==> src/rtl/mod5_stream_sched_if.sv <==
// mod5_stream_sched_if
// Handshake bundle between the word requesters, the mod-5 scheduler and the
// result consumer.
//   req0_valid/req0_data/req0_ready : requester 0 word port
//   req1_valid/req1_data/req1_ready : requester 1 word port
//   res_valid/res_ready             : result handshake
//   res_id/res_residue/res_div      : result payload (source, word mod 5, divisible)
// Modport slave is the scheduler side, master is the requester/consumer side.

interface mod5_stream_sched_if #(
    parameter int W = 8
);
    logic         req0_valid;
    logic [W-1:0] req0_data;
    logic         req0_ready;
    logic         req1_valid;
    logic [W-1:0] req1_data;
    logic         req1_ready;
    logic         res_valid;
    logic         res_ready;
    logic         res_id;
    logic [2:0]   res_residue;
    logic         res_div;

    modport slave (
        input  req0_valid, req0_data, req1_valid, req1_data, res_ready,
        output req0_ready, req1_ready, res_valid, res_id, res_residue, res_div
    );

    modport master (
        output req0_valid, req0_data, req1_valid, req1_data, res_ready,
        input  req0_ready, req1_ready, res_valid, res_id, res_residue, res_div
    );
endinterface

==> src/rtl/mod5_stream_sched.sv <==
// mod5_stream_sched
// Two-requester round-robin scheduler feeding a serial MSB-first mod-5
// residue tracker. One word is in flight at a time; the result is held on a
// valid/ready port until consumed.
//   clk  : clock, rising edge
//   rst  : asynchronous reset, active-high
//   clr  : synchronous flush back to IDLE (round-robin pointer kept)
//   bus  : requester and result handshakes (slave modport)
//   busy : high whenever state != IDLE
//
//   state | meaning
//   ------+------------------------------------------------------------
//   IDLE  | waiting for a requester; ready offered to the granted one
//   SHIFT | one word bit folded into the residue per cycle, W cycles
//   DONE  | result presented, held until res_ready

module mod5_stream_sched #(
    parameter int W = 8
) (
    input  logic                   clk,
    input  logic                   rst,
    input  logic                   clr,
    mod5_stream_sched_if.slave     bus,
    output logic                   busy
);

    localparam int CW = $clog2(W + 1);

    typedef enum logic [1:0] {
        IDLE  = 2'd0,
        SHIFT = 2'd1,
        DONE  = 2'd2
    } state_t;

    state_t        state_q, state_d;
    logic          rr_q, rr_d;
    logic [W-1:0]  shift_q, shift_d;
    logic [2:0]    residue_q, residue_d;
    logic [CW-1:0] count_q, count_d;
    logic          res_id_q, res_id_d;

    logic          grant_valid;
    logic          grant_id;
    logic [W-1:0]  grant_data;
    logic          accept;
    logic [3:0]    res_step;
    logic [2:0]    res_next;

    // rr_q names the favoured requester; fall back to the other one.
    always_comb begin
        grant_valid = bus.req0_valid | bus.req1_valid;
        if (rr_q) begin
            grant_id = bus.req1_valid ? 1'b1 : 1'b0;
        end else begin
            grant_id = bus.req0_valid ? 1'b0 : 1'b1;
        end
        grant_data = grant_id ? bus.req1_data : bus.req0_data;
    end

    assign accept         = (state_q == IDLE) & grant_valid & ~clr;
    assign bus.req0_ready = accept & (grant_id == 1'b0);
    assign bus.req1_ready = accept & (grant_id == 1'b1);

    // 2*r + bit is at most 9, so one conditional subtract keeps it in 0..4.
    always_comb begin
        res_step = {residue_q, 1'b0} + {3'b000, shift_q[W-1]};
        res_next = (res_step >= 4'd5) ? 3'(res_step - 4'd5) : 3'(res_step);
    end

    always_comb begin
        state_d   = state_q;
        rr_d      = rr_q;
        shift_d   = shift_q;
        residue_d = residue_q;
        count_d   = count_q;
        res_id_d  = res_id_q;
        if (clr) begin
            state_d   = IDLE;
            residue_d = '0;
            count_d   = '0;
        end else begin
            case (state_q)
                IDLE: begin
                    if (accept) begin
                        shift_d   = grant_data;
                        residue_d = '0;
                        count_d   = CW'(W);
                        res_id_d  = grant_id;
                        rr_d      = ~grant_id;
                        state_d   = SHIFT;
                    end
                end
                SHIFT: begin
                    residue_d = res_next;
                    shift_d   = shift_q << 1;
                    count_d   = count_q - CW'(1);
                    if (count_q == CW'(1)) begin
                        state_d = DONE;
                    end
                end
                DONE: begin
                    if (bus.res_ready) begin
                        state_d = IDLE;
                    end
                end
                default: begin
                    state_d = IDLE;
                end
            endcase
        end
    end

    always_ff @(posedge clk or posedge rst) begin
        if (rst) begin
            state_q   <= IDLE;
            rr_q      <= 1'b0;
            shift_q   <= '0;
            residue_q <= '0;
            count_q   <= '0;
            res_id_q  <= 1'b0;
        end else begin
            state_q   <= state_d;
            rr_q      <= rr_d;
            shift_q   <= shift_d;
            residue_q <= residue_d;
            count_q   <= count_d;
            res_id_q  <= res_id_d;
        end
    end

    // res_div is qualified by DONE so it reads 0 out of reset and while idle.
    assign bus.res_valid   = (state_q == DONE);
    assign bus.res_id      = res_id_q;
    assign bus.res_residue = residue_q;
    assign bus.res_div     = (state_q == DONE) & (residue_q == 3'd0);
    assign busy            = (state_q != IDLE);

endmodule

==> src/flat_wrapper.sv <==
// flat-port wrapper written by rule: the top's interface ports become plain ports
module mod5_stream_sched_flat 
#(
    parameter int W = 8
)
  (clk, rst, clr, busy, bus_req0_valid, bus_req0_data, bus_req1_valid, bus_req1_data, bus_res_ready, bus_req0_ready, bus_req1_ready, bus_res_valid, bus_res_id, bus_res_residue, bus_res_div);
  mod5_stream_sched_if #(.W(W)) bus_i ();
  input  logic clk;
  input  logic rst;
  input  logic clr;
  output logic busy;
  input wire logic [$bits(bus_i.req0_valid)-1:0] bus_req0_valid;
  input wire logic [$bits(bus_i.req0_data)-1:0] bus_req0_data;
  input wire logic [$bits(bus_i.req1_valid)-1:0] bus_req1_valid;
  input wire logic [$bits(bus_i.req1_data)-1:0] bus_req1_data;
  input wire logic [$bits(bus_i.res_ready)-1:0] bus_res_ready;
  output wire logic [$bits(bus_i.req0_ready)-1:0] bus_req0_ready;
  output wire logic [$bits(bus_i.req1_ready)-1:0] bus_req1_ready;
  output wire logic [$bits(bus_i.res_valid)-1:0] bus_res_valid;
  output wire logic [$bits(bus_i.res_id)-1:0] bus_res_id;
  output wire logic [$bits(bus_i.res_residue)-1:0] bus_res_residue;
  output wire logic [$bits(bus_i.res_div)-1:0] bus_res_div;
  assign bus_i.req0_valid = bus_req0_valid;
  assign bus_i.req0_data = bus_req0_data;
  assign bus_i.req1_valid = bus_req1_valid;
  assign bus_i.req1_data = bus_req1_data;
  assign bus_i.res_ready = bus_res_ready;
  assign bus_req0_ready = bus_i.req0_ready;
  assign bus_req1_ready = bus_i.req1_ready;
  assign bus_res_valid = bus_i.res_valid;
  assign bus_res_id = bus_i.res_id;
  assign bus_res_residue = bus_i.res_residue;
  assign bus_res_div = bus_i.res_div;
  mod5_stream_sched #(.W(W)) u_core (.clk(clk), .rst(rst), .clr(clr), .bus(bus_i), .busy(busy));
endmodule
==> config.mk <==
export PLATFORM = sky130hd
export DESIGN_NAME = mod5_stream_sched_flat
export DESIGN_NICKNAME = d
export VERILOG_FILES = /design/src/rtl/mod5_stream_sched_if.sv /design/src/rtl/mod5_stream_sched.sv /design/src/flat_wrapper.sv
export SDC_FILE = /design/constraint.sdc
export NUM_CORES = 1
export LEC_CHECK = 0
export CORE_UTILIZATION = 47
export CTS_CLUSTER_DIAMETER = 40
export DETAILED_ROUTE_END_ITERATION = 16
export GPL_TIMING_DRIVEN = 1
export PLACE_DENSITY = 0.79
export SLEW_MARGIN = 5
export SYNTH_ARGS = -nofsm -noshare
export SYNTH_HDL_FRONTEND = slang
export SYNTH_SLANG_ARGS = --single-unit
==> constraint.sdc <==
create_clock -name clk -period 2.6 [get_ports clk]
set_clock_uncertainty 0.15 [all_clocks]
set_input_delay 0.78 -clock clk [delete_from_list [all_inputs] [get_ports clk]]
set_output_delay 0.78 -clock clk [all_outputs]
set_load 0.1 [all_outputs]
==> flow_metrics.py, run 1 <==
# Flow results
metrics = {
    "run": {
        "warning_count": 29,
        "cap_violations": 0,
    },
    "drt": {
        "drtIter0Drc": 30,
        "detail-route-antenna-nets": 0,
        "routed-wl-met3_um": 100,
        "vias": 1028,
        "drcViolationCount": 0,
        "drt_wl_total_um": 2790,
        "routed.top_layer": "met4",
        "wl_met1_um": 1150,
        "wl_met2_um": 1490,
        "first_pass_iters": 4,
        "routed_via_density": 5.59,
        "routedWlPerCell_um": 15.2,
    },
    "synthesis": {
        "yosys.cell_types.count": 37,
        "seq_area_frac_synth_pct": 42.9,
        "edf_count": 0,
        "syn-num-nets": 139,
        "postSynthAreaPerCell_um2": 9.80,
        "top_logic_kind": "AND-OR/OR-AND gates",
        "yosysWarningCount": 0,
        "mappedNetlistArea_um2": 1110,
        "synthFlopType": "dfrtp_1",
        "ys_sh_adder_pct": 4.52,
        "ys_sh_xor_pct": 0.791,
        "aoi_share_pct": 17.7,
        "synth.ff_latch_count": 19,
        "synth.area.mux_share_pct": 9.27,
        "synth_cells": 113,
        "ys_cells": 113,
        "synth_chip_area_um2": 1110,
        "simple_gate_share_pct": 17.4,
        "async_flop_share_pct": 100,
    },
    "grt": {
        "grt_overflow": 0,
        "grt_max_degree": 20,
        "use_met1_pct": 28.3,
        "first_global_vias": 1008,
        "top_usage_layer": "met2",
        "antenna_found_initial": 0,
        "grtUsageTotal_pct": 24.1,
        "grt_use_met3_pct": 2.73,
        "met2_usage_pct": 43.6,
        "grt_pass1_wl_um": 4490,
    },
    "clock_tree": {
        "numCtsBuffers": 3,
        "cts_max_level": 1,
        "root_buffer": "clkbuf_4",
        "cts_buffer_depth": 2,
        "clock-sinks": 19,
        "cts.clk_slew.worst_paths_ns": 0.12,
        "hold_buffers": 0,
        "cts_tree": "yes",
        "clkLatencyLatePin_ns": 0.30,
    },
    "power_and_ir_drop": {
        "total_power_w": 0.00146,
        "p_leak_nw": 0.711,
        "ir_drop_mv": 0.623,
        "power.density_nw_per_um2": 898,
    },
    "place": {
        "pre_cts_ws_ns": -0.368,
        "io_buffers": 30,
        "dp_cells": 176,
        "place_area_um2": 1560,
        "dp_hpwl_um": 2040,
        "routabilityCongestion": 0.821,
    },
    "finish": {
        "fin_util_pct": 73.5,
        "final_cell_mix": "20 x buf_4, 18 x clkdlybuf4s50_1, 17 x dfrtp_1",
        "layout_top_cell": "buf_4",
        "drive_above_1_share_pct": 28.2,
        "fin_area_um2": 1630,
        "n_antenna_cell": 0,
        "area_delta_synth_final_pct": 46.9,
        "nets": 183,
        "final_cells": 184,
        "fillers": 171,
    },
    "floorplan": {
        "die_h_um": 50.5,
        "io_pins": 31,
        "fp_util_pct": 50.1,
        "coreArea_um2": 2210,
        "die_area_um2": 2550,
        "rows": 17,
        "die-width_um": 50.5,
    },
    "sta": {
        "finalSetupTns_ns": 0,
        "max_freq_mhz": 386,
        "finalCritPeriodShare_pct": 99.7,
        "setup_viol": 0,
        "hold_viol": 0,
        "min_period_ns": 2.59,
        "worst_slew_pin_slew_ns": 0.333,
        "drv_slew": 0,
        "fin_ws_ns": 0.00691,
        "hold_ws_ns": 0.379,
        "slew_headroom_pct": 77.5,
    },
    "critical_path": {
        "critPathLaunchType": "primary input",
        "rr_startpoint": "u_core.state_q[0]",
        "r2r_slack_ns": 0.83,
        "critPathLaunch": "bus_req1_valid",
        "timing.rr.end": "u_core.bus.res_id",
        "crit_path_max_fanout": 3,
        "worstSetupPathType": "primary input to output port",
        "worstPathArrival_ns": 1.66,
        "critPathCaptureType": "output port",
        "r2r.worst_path.cells": 6,
        "crit_required_ns": 1.67,
    },
    "min_path": {
        "min_to": "u_core.bus.res_id",
        "hold_start": "u_core.bus.res_id",
        "hold_path_class": "register to register",
        "hold_depth": 1,
    },
    "status": {
        "outcome": "completed",
    },
}
## run 1: how the worst max path moves through the flow
| stage | slack (ns) | endpoint | cells past startpoint |
|---|---|---|---|
| floorplan | -0.14 | bus_req1_ready | 5 |
| global placement | -0.32 | bus_req0_ready | 5 |
| detailed placement | -0.37 | bus_req0_ready | 5 |
| CTS | 0.002 | bus_req0_ready | 4 |
| global route | -0.008 | bus_req1_ready | 5 |
| finish | 0.007 | bus_req1_ready | 5 |
## run 1: sequential cells by signal, summed over array words and instances (netlist names)
signal / cells
u_core.count_q: 4
u_core.bus.res_id: 1
u_core.state_q: 2
u_core.shift_q: 8
u_core.rr_q: 1
u_core.bus.res_residue: 3
## run 1: power breakdown
part	switching, W	total [W]	internal, W
combinational	0.000462	0.000806	0.000344
clock	0.000105	0.000162	0.0000574
sequential	0.0000881	0.000493	0.000405
## run 1: synth_stat cells (all sizes together) (2+ instances only)
library cell,number,area [um^2]
nand2,4,15.0
nor4,2,18.8
nand2b,2,12.5
dfrtp,19,475
ha,4,50.1
a21oi,11,55.1
o21ai,9,45.0
nor3,3,20.0
nor2,6,25.0
o22ai,3,18.8
a21o,2,15.0
buf,6,43.8
a31oi,2,12.5
inv,9,33.8
mux2i,9,103
nand3b,7,52.6
## run 1: critical path: stages
cell	delay, ns
buf_6	0.10
or3_4	0.37
nand3b_1	0.18
nor2_4	0.07
buf_12	0.16
## run 1: layout make-up
cell class	instances	area [um^2]	share of cell area, %
multi-input combinational	78	594	36.5
sequential	19	478	29.4
timing repair buffer	46	458	28.2
tap	28	35.0	2.15
inverter	9	33.8	2.08
clock buffer	3	22.5	1.38
clock inverter	1	5.00	0.308
## run 1: timing repair
action	4_1_cts	5_1_grt
pin swaps	3	4
endpoints found under the setup margin	2	2
resized	13	3
setup buffers	1	3
Run 1, PDN straps and rails:
Scale bar: 20 um. Pins as bars on the die edge. Tap cells in grey.
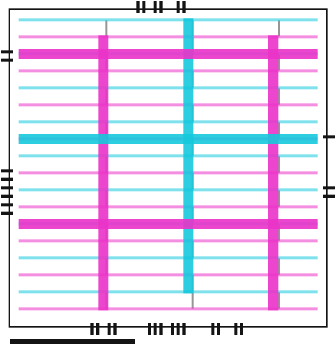
VSS -> magenta
VDD -> cyan
tap cells = 28
signal pins = 31
rows = 17
met1 rails = 18
met4 straps = 3

Run 1, placed cells, one colour a class:
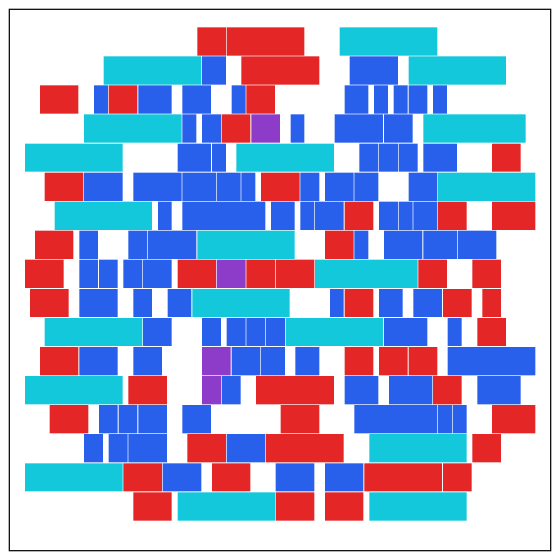
remaining buffers and delay cells -> red  # cells 46
clock drivers and dummy loads -> purple  # cells 4
remaining logic cells -> blue  # cells 87
registers -> cyan  # cells 19

Run 1, clock network drawn from the DEF:
Scale bar: 20 um.
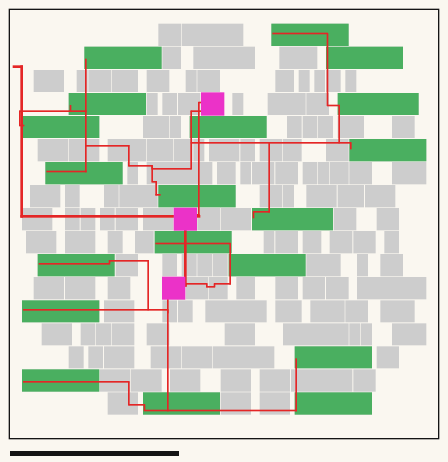
flip-flops -> green  # count 19
clock wires -> red  # length 286 um
clock-net drivers -> magenta  # count 3
routed clock nets = 4
flops lie = spread over the die

Run 1, clock routing:
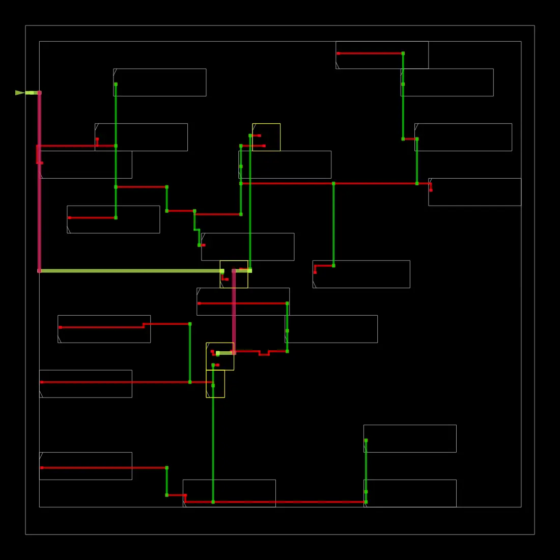

--- run 2 (diff from run 1) ---
--- a/config.mk
+++ b/config.mk
@@ -10,6 +10,7 @@
 export DETAILED_ROUTE_END_ITERATION = 16
 export GPL_TIMING_DRIVEN = 1
 export PLACE_DENSITY = 0.79
+export SKIP_CTS_REPAIR_TIMING = 1
 export SLEW_MARGIN = 5
 export SYNTH_ARGS = -nofsm -noshare
 export SYNTH_HDL_FRONTEND = slang
Run 2, clock routing:
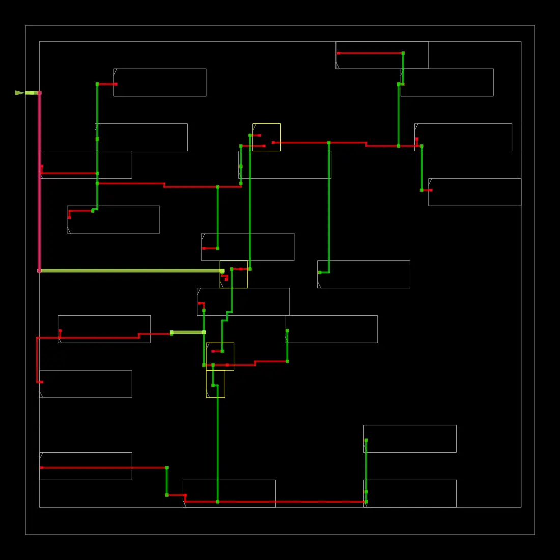
# clk buffers: 3
Late-Pin Clk Latency: 0.30 ns
clock tree sinks: 19
total CTS buffers: 3
Seq cells: 19

Run 2, PDN straps and rails:
Scale bar: 20 um. Pins as bars on the die edge. Tap cells in grey.
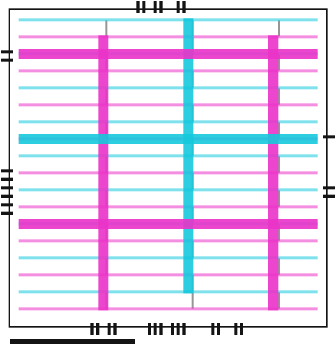
VSS -> magenta
VDD -> cyan
met5 straps = 3
signal pins = 31
rows = 17

==> flow_metrics.py, run 2 <==
# Flow results
metrics = {
    "status": {
        "outcome": "completed",
    },
    "synthesis": {
        "common_cells": "19 x dfrtp_1, 11 x a21oi_1, 9 x inv_1, 9 x o21ai_0, 8 x mux2i_1",
        "async_flop_share_pct": 100,
        "ys_cells": 113,
        "yosysWarningCount": 0,
        "top_cell_area_share_pct": 42.9,
        "mappedNetlistArea_um2": 1110,
        "yosysTopAreaCell": "dfrtp_1",
        "top_cell": "dfrtp_1",
        "synth.ff_latch_count": 19,
        "yosys.cell_types.count": 37,
    },
    "power_and_ir_drop": {
        "clock_power_share_pct": 11.0,
        "switching_share_pct": 45.2,
        "ir_drop_mv": 0.615,
        "internal_power_w": 0.000784,
        "total_power_w": 0.00143,
        "p_seq_share_pct": 35.3,
        "p_leak_nw": 0.705,
        "p_comb_share_pct": 53.7,
        "power.density_nw_per_um2": 896,
    },
    "place": {
        "routabilityCongestion": 0.821,
        "pre_cts_ws_ns": -0.368,
        "io_buffers": 30,
        "place_area_um2": 1560,
    },
    "grt": {
        "first_global_vias": 991,
        "antenna_found_initial": 0,
        "grt_pass1_wl_um": 4460,
        "grtUsageTotal_pct": 24.0,
    },
    "critical_path": {
        "worstSetupPathType": "primary input to output port",
        "crit_end": "bus_req1_ready",
        "crit_path_max_fanout": 3,
        "critPathLaunch": "bus_req0_valid",
        "critPathCaptureType": "output port",
        "cpPeakStageDelay_ns": 0.37,
        "r2r.worst_path.cells": 6,
        "worst-path-buf-inv": 2,
        "crit_slowest_cell": "or3_4",
        "r2r_slack_ns": 0.79,
    },
    "finish": {
        "seqCellArea_um2": 477,
        "fin_area_um2": 1600,
        "fin_util_pct": 72.2,
        "area_delta_synth_final_pct": 44.3,
        "nets": 180,
        "n_antenna_cell": 0,
        "drive_above_1_share_pct": 25.5,
        "final_cell_mix": "18 x clkdlybuf4s50_1, 18 x dfrtp_1, 17 x buf_4",
        "final_cells": 181,
    },
    "sta": {
        "max_freq_mhz": 387,
        "setup_viol": 0,
        "finalSetupTns_ns": 0,
        "finalCritPeriodShare_pct": 99.3,
        "hold_viol": 0,
        "hold_ws_ns": 0.385,
        "drv_slew": 0,
        "fin_ws_ns": 0.0180,
        "slew_headroom_pct": 76.4,
    },
    "drt": {
        "routed_via_density": 5.54,
        "detail-route-antenna-nets": 0,
        "routedWlPerCell_um": 15.1,
        "drcViolationCount": 0,
        "vias": 1003,
        "first_pass_iters": 4,
    },
    "run": {
        "cap_violations": 0,
    },
    "clock_tree": {
        "cts_buffer_depth": 2,
        "cts_max_level": 1,
    },
    "floorplan": {
        "coreArea_um2": 2210,
        "io_pins": 31,
        "die_h_um": 50.5,
        "fp_util_pct": 50.1,
    },
    "min_path": {
        "hold_start": "u_core.bus.res_id",
        "min_to": "u_core.bus.res_id",
        "hold_path_class": "register to register",
    },
}
==> run 2: area by class of cell <==
class | instances | share of cell area [%]
Multi-Input combinational cell | 78 | 37.2
Clock inverter | 1 | 0.313
Timing Repair Buffer | 43 | 26.9
Tap cell | 28 | 2.19
Inverter | 9 | 2.11
Sequential cell | 19 | 29.8
Clock buffer | 3 | 1.41
==> run 2: power groups by stage <==
stage	combinational [W]	sequential, W	clock, W
floorplan	0.000518	0.000525	0
global placement	0.000739	0.000499	0
detailed placement	0.000764	0.000506	0
CTS	0.000767	0.000500	0.000160
global route	0.000823	0.000520	0.000171
finish	0.000768	0.000505	0.000158
==> run 2: per-layer routing <==
layer	global-route usage (%)	vias up	wire, um
li1	-	485	-
met1	28.7	489	1170
met2	42.4	23	1430
met3	2.73	6	76
met4	11.1	0	52
met5	0	-	0
==> run 2: worst reg2reg max path, delay by kind of cell, from the launching register on <==
kind,cells,cell delay [ns]
flip-flops,1,0.51
buffers and inverters,2,0.25
AND-OR/OR-AND,1,0.15
AND/OR/NAND/NOR,3,0.64
==> run 2: cells by family (layout without fill, tap and decap cells) <==
family / Yosys count / in the layout / synth area share [%]
buffers and inverters: 16 / 56 / 7.34
adders and majority gates: 4 / 4 / 4.52
and+or+nand+nor: 31 / 31 / 17.4
muxes: 9 / 9 / 9.27
xor gates and xnor gates: 1 / 1 / 0.791
DFF: 19 / 19 / 42.9
AOI/OAI and AO/OA: 33 / 33 / 17.7
--- run 3 (diff from run 2) ---
--- a/config.mk
+++ b/config.mk
@@ -5,6 +5,7 @@
 export SDC_FILE = /design/constraint.sdc
 export NUM_CORES = 1
 export LEC_CHECK = 0
+export CORE_MARGIN = 2
 export CORE_UTILIZATION = 47
 export CTS_CLUSTER_DIAMETER = 40
 export DETAILED_ROUTE_END_ITERATION = 16
Run 3, clock routing:
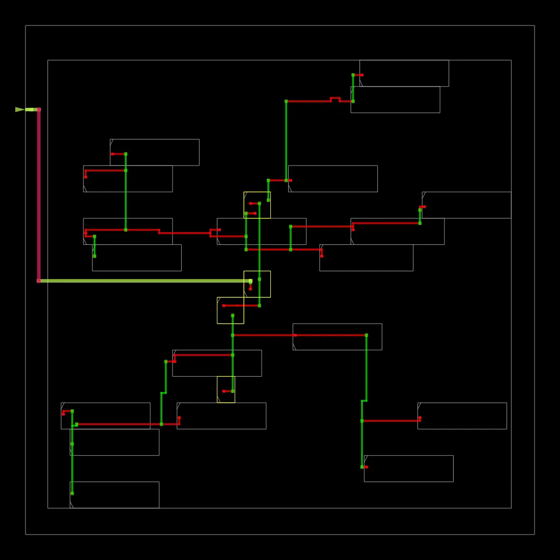
Late-Pin Clk Latency: 0.29 ns
clock network power: 0.000149 W

==> flow_metrics.py, run 3 <==
# Flow results
metrics = {
    "status": {
        "outcome": "completed",
    },
    "floorplan": {
        "io_pins": 31,
        "die-width_um": 52.5,
        "coreArea_um2": 2210,
        "die_h_um": 52.5,
        "rows": 17,
    },
    "finish": {
        "nets": 180,
        "fin_area_um2": 1610,
        "final_cell_mix": "18 x clkdlybuf4s50_1, 17 x dfrtp_1, 16 x buf_4",
        "drive_above_1_share_pct": 26.8,
        "n_antenna_cell": 0,
    },
    "sta": {
        "drv_slew": 0,
        "slew_headroom_pct": 77.8,
        "setup_viol": 0,
        "finalSetupTns_ns": 0,
        "finalCritPeriodShare_pct": 99.0,
        "hold_viol": 0,
    },
    "grt": {
        "grtUsageTotal_pct": 22.1,
        "grt_overflow": 0,
        "first_global_vias": 1025,
        "grt_use_met3_pct": 4.29,
        "grt_pass1_wl_um": 4530,
        "grt_max_degree": 20,
        "met2_usage_pct": 39.6,
        "use_met1_pct": 26.5,
        "antenna_found_initial": 0,
    },
    "synthesis": {
        "synth_chip_area_um2": 1110,
        "synth_cells": 113,
        "top_cell_area_share_pct": 42.9,
        "synth.ff_latch_count": 19,
        "yosys-top-cells-area": "dfrtp_1 43%, mux2i_1 7.2%, a21oi_1 5.0%",
        "yosysWarningCount": 0,
        "postSynthAreaPerCell_um2": 9.80,
        "top_cell": "dfrtp_1",
        "mappedNetlistArea_um2": 1110,
        "async_flop_share_pct": 100,
    },
    "critical_path": {
        "cpPeakStageDelay_ns": 0.37,
        "rr_startpoint": "u_core.state_q[0]",
        "timing.rr.end": "u_core.bus.res_residue[2]",
        "cp_cell_sequence": "clkbuf_2, or3_4, nand3b_1, nor2_4, buf_12",
        "r2r_slack_ns": 0.87,
        "crit_required_ns": 1.67,
        "worstPathArrival_ns": 1.65,
        "r2r.worst_path.cells": 5,
        "critPathCaptureType": "output port",
    },
    "run": {
        "warning_count": 29,
    },
    "drt": {
        "drtIter0Drc": 8,
        "vias": 1004,
        "routed_via_density": 5.55,
        "drcViolationCount": 0,
        "wl_met1_um": 1110,
        "routed.top_layer": "met4",
    },
    "clock_tree": {
        "cts.clk_slew.worst_paths_ns": 0.11,
        "cts_max_level": 1,
        "clock-sinks": 19,
        "numCtsBuffers": 3,
    },
    "place": {
        "pre_cts_ws_ns": -0.335,
        "place_area_um2": 1580,
        "io_buffers": 30,
    },
    "min_path": {
        "hold_depth": 1,
    },
    "power_and_ir_drop": {
        "ir_drop_mv": 0.673,
    },
}
Run 3, clock network drawn from the DEF:
Scale bar: 20 um.
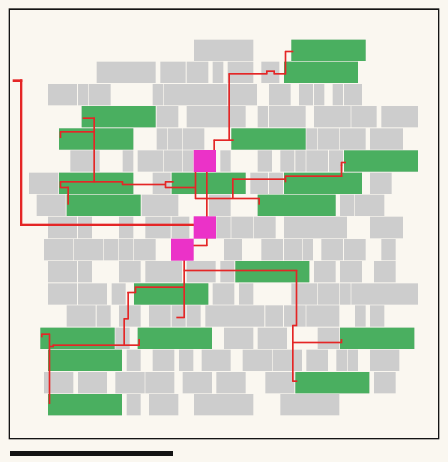
clock wires -> red  # length 228 um
clock-net drivers -> magenta  # count 3
flip-flops -> green  # count 19
routed clock nets = 4

-- run 3: cell counts after synthesis --
Identical to the previous run, type by type.
-- run 3: area by class of cell --
| class | instances | area, um^2 |
|---|---|---|
| inverters | 9 | 33.8 |
| fillers | 167 | 598 |
| multi-input cells | 78 | 597 |
| clock inverters | 1 | 5.00 |
| well taps | 28 | 35.0 |
| clock buffers | 3 | 22.5 |
| flip-flops and latches | 19 | 478 |
| repair buffers | 43 | 443 |
-- run 3: worst max path at each step --
| stage | start | end | slack [ns] | depth (start not counted) |
|---|---|---|---|---|
| detailed placement | clr | bus_req0_ready | -0.34 | 4 |
| CTS | clr | bus_req0_ready | -0.35 | 4 |
| global placement | clr | bus_req0_ready | -0.33 | 4 |
| floorplan | clr | bus_req1_ready | -0.14 | 5 |
| finish | bus_req0_valid | bus_req1_ready | 0.02 | 5 |
| global route | bus_req0_valid | bus_req1_ready | 0.0002 | 5 |
-- run 3: power breakdown --
group	switching [W]	total [W]	internal, W
Clock	0.0000920	0.000149	0.0000571
Combinational	0.000448	0.000778	0.000330
Sequential	0.0000954	0.000501	0.000405
-- run 3: worst reg2reg max path, stage by stage (launching register included) --
cell and delay (ns):
dfrtp_2 0.49, or3_4 0.41, buf_4 0.16, a21o_1 0.22
o31ai_1 0.08, o2bb2ai_1 0.15
-- run 3: cells by family (layout without fill, tap and decap cells) --
kind of cell               count (synthesis)  count (layout)  share of synthesized area, %
and+or+nand+nor                           31              31                          17.4
DFF                                       19              19                          42.9
muxes                                      9               9                          9.27
xor gates and xnor gates                   1               1                         0.791
adders and majority gates                  4               4                          4.52
buffers and inverters                     16              56                          7.34
AOI/OAI and AO/OA                         33              33                          17.7
Power figures rest on the tool's default switching activity, not on a simulated workload.
